Run 1, floorplan with the power grid:
Pins as bars on the die edge. Tap cells in gray.
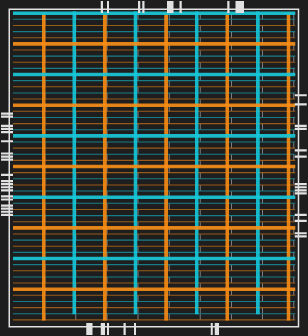
Run 1, placement by cell class:
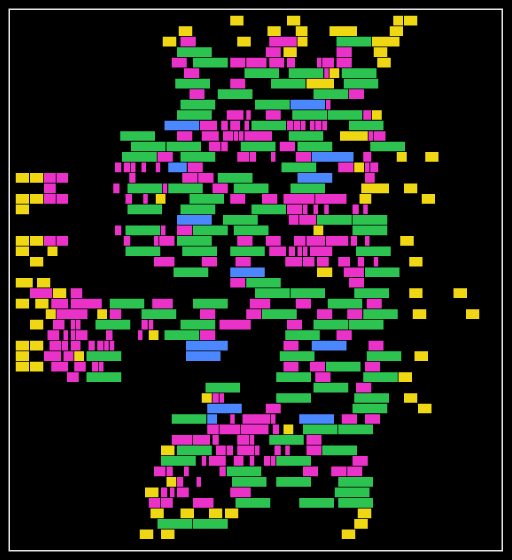
Run 1, clock network drawn from the DEF:
Bar = 50 um.
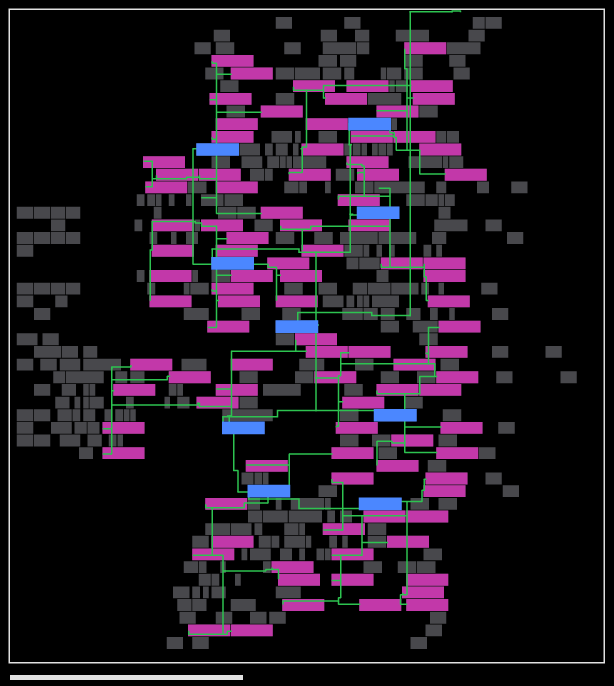
Run 1, signal wires by layer:
Bar = 50 um.
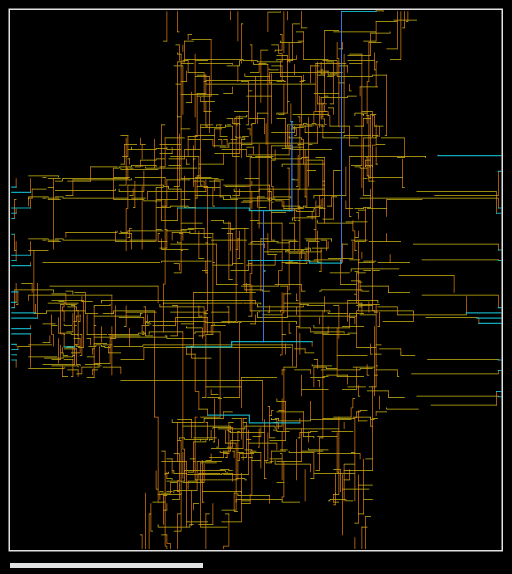
**src/rtl/pipelined_adder_sub_if.sv**
```systemverilog
// Stream bundle for the pipelined adder/subtractor: operand beat in, result beat out.
// The slave modport is the adder's side; the master modport is the producer/consumer side.
interface pipelined_adder_sub_if #(
   parameter int WIDTH = 16
);
   logic             in_valid;
   logic             in_ready;
   logic [WIDTH-1:0] in1;
   logic [WIDTH-1:0] in2;
   logic             c_in;
   logic             sub;
   logic             out_valid;
   logic             out_ready;
   logic [WIDTH-1:0] sum;
   logic             c_out;
   logic             overflow;

   modport master (
      output in_valid, in1, in2, c_in, sub, out_ready,
      input  in_ready, out_valid, sum, c_out, overflow
   );

   modport slave (
      input  in_valid, in1, in2, c_in, sub, out_ready,
      output in_ready, out_valid, sum, c_out, overflow
   );
endinterface

```
**src/rtl/pipelined_adder_sub.sv**
```systemverilog
// Pipelined ripple-carry adder/subtractor: STAGES chunks of WIDTH/STAGES bits, one
// chunk rippled per stage, with per-stage valid bits and elastic valid/ready flow.
module pipelined_adder_sub #(
   parameter int WIDTH  = 16,
   parameter int STAGES = 4
) (
   input logic                  clk,
   input logic                  rst_n,
   pipelined_adder_sub_if.slave bus
);
   localparam int CHUNK = WIDTH / STAGES;

   logic [STAGES-1:0] vld_q;
   logic [STAGES-1:0] cy_q;
   logic [WIDTH-1:0]  a_q [STAGES];
   logic [WIDTH-1:0]  b_q [STAGES];
   logic [WIDTH-1:0]  s_q [STAGES];
   logic              ovf_q;

   logic [STAGES-1:0] load_w;
   logic [STAGES-1:0] src_vld;
   logic [STAGES-1:0] src_cy;
   logic [WIDTH-1:0]  src_a [STAGES];
   logic [WIDTH-1:0]  src_b [STAGES];
   logic [WIDTH-1:0]  src_s [STAGES];

   logic [STAGES-1:0] cy_d;
   logic [WIDTH-1:0]  s_d [STAGES];
   logic              ovf_d;
   logic              full_chain;
   logic [CHUNK:0]    chunk_tot;

   function automatic logic [CHUNK:0] add_chunk(input logic [WIDTH-1:0] a,
                                                input logic [WIDTH-1:0] b,
                                                input logic             c,
                                                input int               k);
      return {1'b0, a[k*CHUNK +: CHUNK]} + {1'b0, b[k*CHUNK +: CHUNK]}
             + {{CHUNK{1'b0}}, c};
   endfunction

   // A stage may load if any stage at or downstream of it is empty, or the output drains.
   always_comb begin
      load_w     = '0;
      full_chain = 1'b1;
      for (int k = STAGES - 1; k >= 0; k--) begin
         full_chain = full_chain & vld_q[k];
         load_w[k]  = bus.out_ready | ~full_chain;
      end
   end

   always_comb begin
      src_vld[0] = bus.in_valid;
      src_cy[0]  = bus.c_in ^ bus.sub;
      src_a[0]   = bus.in1;
      src_b[0]   = bus.in2 ^ {WIDTH{bus.sub}};
      src_s[0]   = '0;
      for (int k = 1; k < STAGES; k++) begin
         src_vld[k] = vld_q[k-1];
         src_cy[k]  = cy_q[k-1];
         src_a[k]   = a_q[k-1];
         src_b[k]   = b_q[k-1];
         src_s[k]   = s_q[k-1];
      end
   end

   always_comb begin
      chunk_tot = '0;
      cy_d      = '0;
      for (int k = 0; k < STAGES; k++) begin
         chunk_tot                = add_chunk(src_a[k], src_b[k], src_cy[k], k);
         s_d[k]                   = src_s[k];
         s_d[k][k*CHUNK +: CHUNK] = chunk_tot[CHUNK-1:0];
         cy_d[k]                  = chunk_tot[CHUNK];
      end
      // Carry into the MSB is recovered from the MSB's own sum bit.
      ovf_d = cy_d[STAGES-1] ^ src_a[STAGES-1][WIDTH-1] ^ src_b[STAGES-1][WIDTH-1]
              ^ s_d[STAGES-1][WIDTH-1];
   end

   always_ff @(posedge clk or negedge rst_n) begin
      if (!rst_n) begin
         vld_q <= '0;
         cy_q  <= '0;
         ovf_q <= 1'b0;
         for (int k = 0; k < STAGES; k++) begin
            a_q[k] <= '0;
            b_q[k] <= '0;
            s_q[k] <= '0;
         end
      end else begin
         for (int k = 0; k < STAGES; k++) begin
            if (load_w[k]) begin
               vld_q[k] <= src_vld[k];
            end
            // Data only moves with a real beat, so the outputs keep the last result on bubbles.
            if (load_w[k] && src_vld[k]) begin
               a_q[k]  <= src_a[k];
               b_q[k]  <= src_b[k];
               s_q[k]  <= s_d[k];
               cy_q[k] <= cy_d[k];
            end
         end
         if (load_w[STAGES-1] && src_vld[STAGES-1]) begin
            ovf_q <= ovf_d;
         end
      end
   end

   assign bus.in_ready  = load_w[0];
   assign bus.out_valid = vld_q[STAGES-1];
   assign bus.sum       = s_q[STAGES-1];
   assign bus.c_out     = cy_q[STAGES-1];
   assign bus.overflow  = ovf_q;
endmodule
```
**src/flat_wrapper.sv**
```systemverilog
// flat-port wrapper written by rule: the top's interface ports become plain ports
module pipelined_adder_sub_flat 
#(
   parameter int WIDTH  = 16,
   parameter int STAGES = 4
)
  (clk, rst_n, bus_in_valid, bus_in1, bus_in2, bus_c_in, bus_sub, bus_out_ready, bus_in_ready, bus_out_valid, bus_sum, bus_c_out, bus_overflow);
  pipelined_adder_sub_if #(.WIDTH(WIDTH)) bus_i ();
  input logic clk;
  input logic rst_n;
  input wire logic [$bits(bus_i.in_valid)-1:0] bus_in_valid;
  input wire logic [$bits(bus_i.in1)-1:0] bus_in1;
  input wire logic [$bits(bus_i.in2)-1:0] bus_in2;
  input wire logic [$bits(bus_i.c_in)-1:0] bus_c_in;
  input wire logic [$bits(bus_i.sub)-1:0] bus_sub;
  input wire logic [$bits(bus_i.out_ready)-1:0] bus_out_ready;
  output wire logic [$bits(bus_i.in_ready)-1:0] bus_in_ready;
  output wire logic [$bits(bus_i.out_valid)-1:0] bus_out_valid;
  output wire logic [$bits(bus_i.sum)-1:0] bus_sum;
  output wire logic [$bits(bus_i.c_out)-1:0] bus_c_out;
  output wire logic [$bits(bus_i.overflow)-1:0] bus_overflow;
  assign bus_i.in_valid = bus_in_valid;
  assign bus_i.in1 = bus_in1;
  assign bus_i.in2 = bus_in2;
  assign bus_i.c_in = bus_c_in;
  assign bus_i.sub = bus_sub;
  assign bus_i.out_ready = bus_out_ready;
  assign bus_in_ready = bus_i.in_ready;
  assign bus_out_valid = bus_i.out_valid;
  assign bus_sum = bus_i.sum;
  assign bus_c_out = bus_i.c_out;
  assign bus_overflow = bus_i.overflow;
  pipelined_adder_sub #(.WIDTH(WIDTH), .STAGES(STAGES)) u_core (.clk(clk), .rst_n(rst_n), .bus(bus_i));
endmodule
```
**config.mk**
```make
export PLATFORM = sky130hd
export DESIGN_NAME = pipelined_adder_sub_flat
export DESIGN_NICKNAME = d
export VERILOG_FILES = /design/src/rtl/pipelined_adder_sub_if.sv /design/src/rtl/pipelined_adder_sub.sv /design/src/flat_wrapper.sv
export SDC_FILE = /design/constraint.sdc
export NUM_CORES = 1
export LEC_CHECK = 0
export CORE_ASPECT_RATIO = 1.1
export CORE_UTILIZATION = 25
export DETAILED_ROUTE_END_ITERATION = 10
export SLEW_MARGIN = 20
export SYNTH_ARGS = -nofsm -noshare
export SYNTH_HDL_FRONTEND = slang
export SYNTH_SLANG_ARGS = --single-unit
```
**constraint.sdc**
```tcl
create_clock -name clk -period 1.85 [get_ports clk]
set_input_delay 0.37 -clock clk [delete_from_list [all_inputs] [get_ports clk]]
set_output_delay 0.37 -clock clk [all_outputs]
set_load 0.005 [all_outputs]
```
==> qor.yml, run 1 <==
critical_path:
  reg2regPathDepth: 8
  crit_path_start: "u_core.b_q[28]$_DFFE_PN0P_"
  worstSetupEndpointType: "flop"
  crit_top_cell: "fa_2"
  crit_chain: "fa_2, inv_2, fa_2, nand2b_4, a21oi_4, xnor2_2, xnor2_1, o21ai_1"
  critical_path.max_fanout: 2
  critPathBufInv: 1
  r2r-start: "u_core.b_q[28]$_DFFE_PN0P_"
  cp.depth: 8
  critPathTopFamily: "adder cells"
  cp.required_ns: 2.07
  cp.arrival_ns: 2.01
  startpoint_type: "flop"
  reg2reg_to: "u_core.bus.overflow$_DFFE_PN0P_"
  cp-endpoint: "u_core.bus.overflow$_DFFE_PN0P_"
yosys:
  yosys-stat-area_mm2: 0.00434
  synth_warnings: 0
  simple_gate_share: 0.0462
  ys_ff: 97
  compound_area_frac: 0.0525
  synth-xor-area-share: 0.0565
  syn-num-nets: 382
  avgSynthCellArea_um2: 13.4
  ys_sh_mux: 0.178
  yosysTopAreaCell: "dfrtp_1"
  seq_area_frac_synth: 0.560
  netlist_instances: 324
  common_cells: "dfrtp_1, mux2_2, nand2_1, o21ai_0, inv_1"
  adder_share: 0.0716
  top_cells_by_area: "dfrtp_1, mux2_2, fa_1"
  ys_cells: 324
  enable_flop_cells: 0
  ff_type: "dfrtp_1"
  most_common_cell: "dfrtp_1"
  top_cell_area_share: 0.560
  ys_types: 22
  logic_family: "multiplexers"
final_layout:
  final_common_cell: "dfrtp_1"
  n_all_buffers: 79
  layout.area.seq_mm2: 0.00243
  layout_top_cells: "dfrtp_1, mux2_2, clkdlybuf4s50_1"
  fin_nets: 459
  clockBufferCount: 10
  clkCellAreaFrac: 0.0538
  sh_comb_area: 0.318
  antenna_cells: 0
  buf_share: 0.141
  final_layout_size_suffix_gt1_frac: 0.285
  inverters: 16
  nMultiInputCombCells: 198
  syn2layout_area_growth_pct: 31.4
  comb_area_mm2: 0.00181
drt:
  antenna_left: 0
  drt-vias-per-instance: 3.94
  post_drt_wl_per_cell_um: 12.1
  m1WireLength_mm: 3.73
  drtIter0Drc: 68
  dr_wl_met2_mm: 3.62
  top_layer: "met4"
  dr.pass1.iters: 6
  drc: 0
  wl_mm: 7.71
power:
  seqPwrFrac: 0.418
  p_leak_nw: 2.51
  power_switching_mw: 2.19
  power_clock_mw: 1.93
  comb-power_mw: 2.66
  comb_power_share: 0.337
  p_total_mw: 7.88
  maxPowerGroup: "sequential cells"
  switching_share: 0.278
timing:
  tns_ns: 0
  clock.fmax_mhz: 559
  setup_slack_ns: 0.0624
  finalMaxSlewViolations: 0
  period_used_share: 0.966
  finalHoldViolCount: 0
  rsz0062_at_grt: "yes"
  worst_pin_slew_ns: 0.312
  fin_crit_ns: 1.79
global_route:
  grt_usage: 0.0951
  grt_busiest_layer: "met2"
  grt_util_met2: 0.150
  grt_pass1_wl_mm: 13.1
  grt_max_degree: 60
  grt_use_met3: 0.0271
  grt.met1_usage: 0.122
  first_global_vias: 2595
run_status:
  status: "finished, final reports clean"
floorplan:
  fp_util: 0.255
  chipArea_mm2: 0.0179
  io_pins: 58
  num_tap_cells: 234
clocking:
  clock_path_buffers: 2
  clock-sinks: 97
  ctsResizeCount: 4
  cts_tree: "built"
  cts_max_level: 3
  cts_hold_buffers: 1
  cts_buffers: 9
place:
  dpl_worst_slack_ns: -0.513
  postPlaceCellArea_mm2: 0.00532
  hpwl_mm: 5.92
  port_buffers: 57
  place_inst: 621
  place_congestion: 0.715
min_path:
  hp-class: "input pin to async pin"
run:
  cap_viol_max_count: 0
-- 'floorplan with the power grid' (at the start) --
| color | net |
|---|---|
| orange | VSS |
| cyan | VDD |
met4 straps: 9
rows: 50
signal pins: 58
met5 straps: 10
worst vdd ir: 458 uV
core area: 0.0170 mm^2
die x size: 128 um
DIE HEIGHT: 140 um

-- 'placement by cell class' (at the start) --
| color | class | cells | share of their area |
|---|---|---|---|
| magenta | all other logic | 214 | 35% |
| green | flops | 97 | 45% |
| yellow | other buffers and delay cells | 79 | 15% |
| blue | clock drivers and dummy loads | 13 | 5.7% |
fin util: 0.335
sequential cell area share: 0.426
std cell rows: 50

-- 'clock network drawn from the DEF' (at the start) --
[green] clock wires | length: 1150 um
[magenta] flip-flops | count: 97
[blue] cells driving clock nets | count: 9
routed clock nets: 10
Clock power frac: 0.244
clk_lat worst skew: 0.33 ns
Fin Clk Skew: 0.00420 ns

-- 'signal wires by layer' (at the start) --
| color | layer | wire length |
|---|---|---|
| blue | met4 | 122 um |
| orange | met2 | 3620 um |
| yellow | met1 | 3730 um |
| cyan | met3 | 228 um |

Run 1, routing congestion:
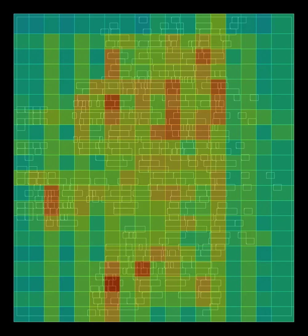

==> run 1 -> run 2 <==
- ABC_AREA: default -> 1
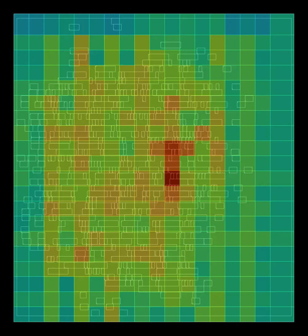
Run 2: routing congestion
drt wl/cell: 10.8 um
fin util: 0.331

==> run 2 against run 1 <==
Effect of this change: fmax up 2.8%; sequential cell count unchanged; count of clock-buffer cells in the layout up 1; die size up 0.85%; total power down 8.7%; wire length up 11%; highest routed layer unchanged.
==> qor.yml, run 2 <==
critical_path:
  crit_path_start: "bus_out_ready"
  r2r-start: "u_core.cy_q[2]$_DFFE_PN0P_"
  critPathKind: "input pin to primary output"
  cp-endpoint: "bus_in_ready"
  reg2regPathDepth: 9
  cp.depth: 6
  reg2reg_to: "u_core.bus.overflow$_DFFE_PN0P_"
  crit_path_top_delay_cell: "clkdlybuf4s50_1"
  crit_chain: "clkdlybuf4s50_1, inv_2, nand3_4, nor2_4, nand2_2, dlygate4sd2_1"
  critPathBufInv: 3
  critical_path.max_fanout: 4
  startpoint_type: "input pin"
  critPathTopFamily: "buffers and inverters"
  cp.required_ns: 1.48
  worstSetupEndpointType: "primary output"
  cp.arrival_ns: 1.37
place:
  postPlaceCellArea_mm2: 0.00532
  dpl_worst_slack_ns: -0.503
  hpwl_mm: 6.38
  port_buffers: 57
  place_inst: 764
  place_congestion: 0.722
power:
  seqPwrFrac: 0.440
  maxPowerGroup: "sequential cells"
  p_int_mw: 4.86
  ir_drop_uv: 513
  p_leak_nw: 2.69
  clockPowerShare: 0.234
  comb-power_mw: 2.34
  switching_share: 0.324
  p_total_mw: 7.19
  power_switching_mw: 2.33
  comb_power_share: 0.326
  power_clock_mw: 1.68
drt:
  dr.pass1.iters: 4
  dr_wl_met2_mm: 3.71
  antenna_left: 0
  drt-vias-per-instance: 3.92
  m1WireLength_mm: 4.43
  top_layer: "met4"
  drc: 0
  drtIter0Drc: 94
  wl_mm: 8.52
timing:
  tns_ns: 0
  finalHoldViolCount: 0
  period_used_share: 0.940
  rsz0062_at_grt: "yes"
  setup_viol: 0
  worst_pin_slew_ns: 0.436
  holdWs_ns: 0.475
  fin_crit_ns: 1.74
  fin_skew_ns: 0.00799
  clock.fmax_mhz: 575
  finalMaxSlewViolations: 0
  setup_slack_ns: 0.111
clocking:
  cts_buffers: 9
  insertion_delay_ns: 0.34
  clock-sinks: 97
  cts_hold_buffers: 1
  clockRootBuffer: "clkbuf_16"
  postCtsSetupBuffers: 0
  cts_tree: "built"
  ctsResizeCount: 4
  clock_path_buffers: 2
  cts_max_level: 3
final_layout:
  fin_nets: 604
  final_common_cell: "nand2_1"
  seq_cells: 97
  sh_comb_area: 0.305
  clockBufferCount: 11
  n_all_buffers: 78
  final_layout_size_suffix_gt1_frac: 0.109
  antenna_cells: 0
  clkCellAreaFrac: 0.0469
  comb_area_mm2: 0.00173
  largest_class: "flip-flops and latches"
  fillers: 1777
  nMultiInputCombCells: 319
  buf_share: 0.140
  finalNonFillerCells: 785
  layout_top_cells: "nand2_1, dfrtp_1, clkdlybuf4s50_1"
  layout.area.seq_mm2: 0.00243
  seq_area_frac: 0.429
  syn2layout_area_growth_pct: 29.4
  inverters: 41
run:
  warning_count: 28
  cap_viol_max_count: 0
floorplan:
  fp.dieW_um: 128
  core_mm2: 0.0171
  num_tap_cells: 234
  die_h_um: 141
  io_pins: 58
  row_count: 50
  chipArea_mm2: 0.0180
  fp_util: 0.256
global_route:
  grt_busiest_layer: "met1"
  first_global_vias: 2916
  antenna_found_initial: 0
  grt_usage: 0.103
  grt_pass1_wl_mm: 14.5
  grt.met1_usage: 0.148
  grt_max_degree: 44
  grt_use_met3: 0.0269
  grt_util_met2: 0.147
  grt_overflow: 0
run_status:
  status: "finished, final reports clean"
min_path:
  hp-class: "flop to flop"
  hold_start: "u_core.a_q[58]$_DFFE_PN0P_"
  whs_path_depth: 2
yosys:
  yosys-stat-area_mm2: 0.00437
  logic_family: "simple AND/OR/NAND/NOR gates"
  seq_area_frac_synth: 0.555
  simple_gate_share: 0.197
  avgSynthCellArea_um2: 9.21
  ff_type: "dfrtp_1"
  ys_cells: 475
  compound_area_frac: 0.0781
  synth-xor-area-share: 0.0380
  syn-num-nets: 533
  yosysTopAreaCell: "dfrtp_1"
  ys_sh_mux: 0
  top_cell_area_share: 0.555
  adder_share: 0.0709
  ys_types: 26
  most_common_cell: "nand2_1"
  synth_warnings: 0
  ys_ff: 97
  top_cells_by_area: "dfrtp_1, nand2_1, o21ai_0"
  common_cells: "nand2_1, dfrtp_1, o21ai_0, inv_1, xnor2_1"
  netlist_instances: 475
  enable_flop_cells: 0
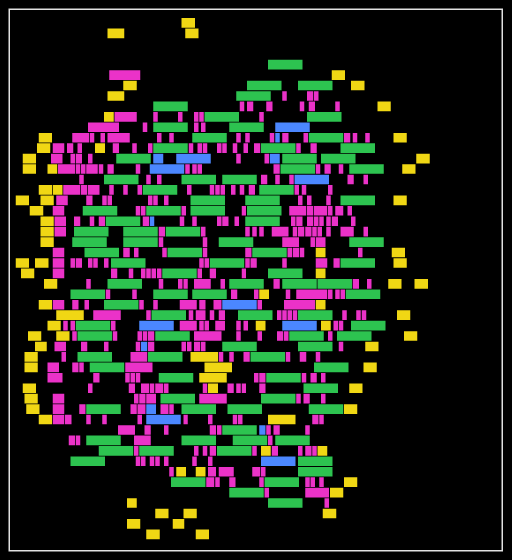
Run 2: placement by cell class
| color | class | cells | share of their area |
|---|---|---|---|
| green | flops | 97 | 45% |
| magenta | all other logic | 360 | 35% |
| blue | clock drivers and dummy loads | 16 | 4.9% |
| yellow | other buffers and delay cells | 78 | 15% |

Power and IR drop assume default switching activity.
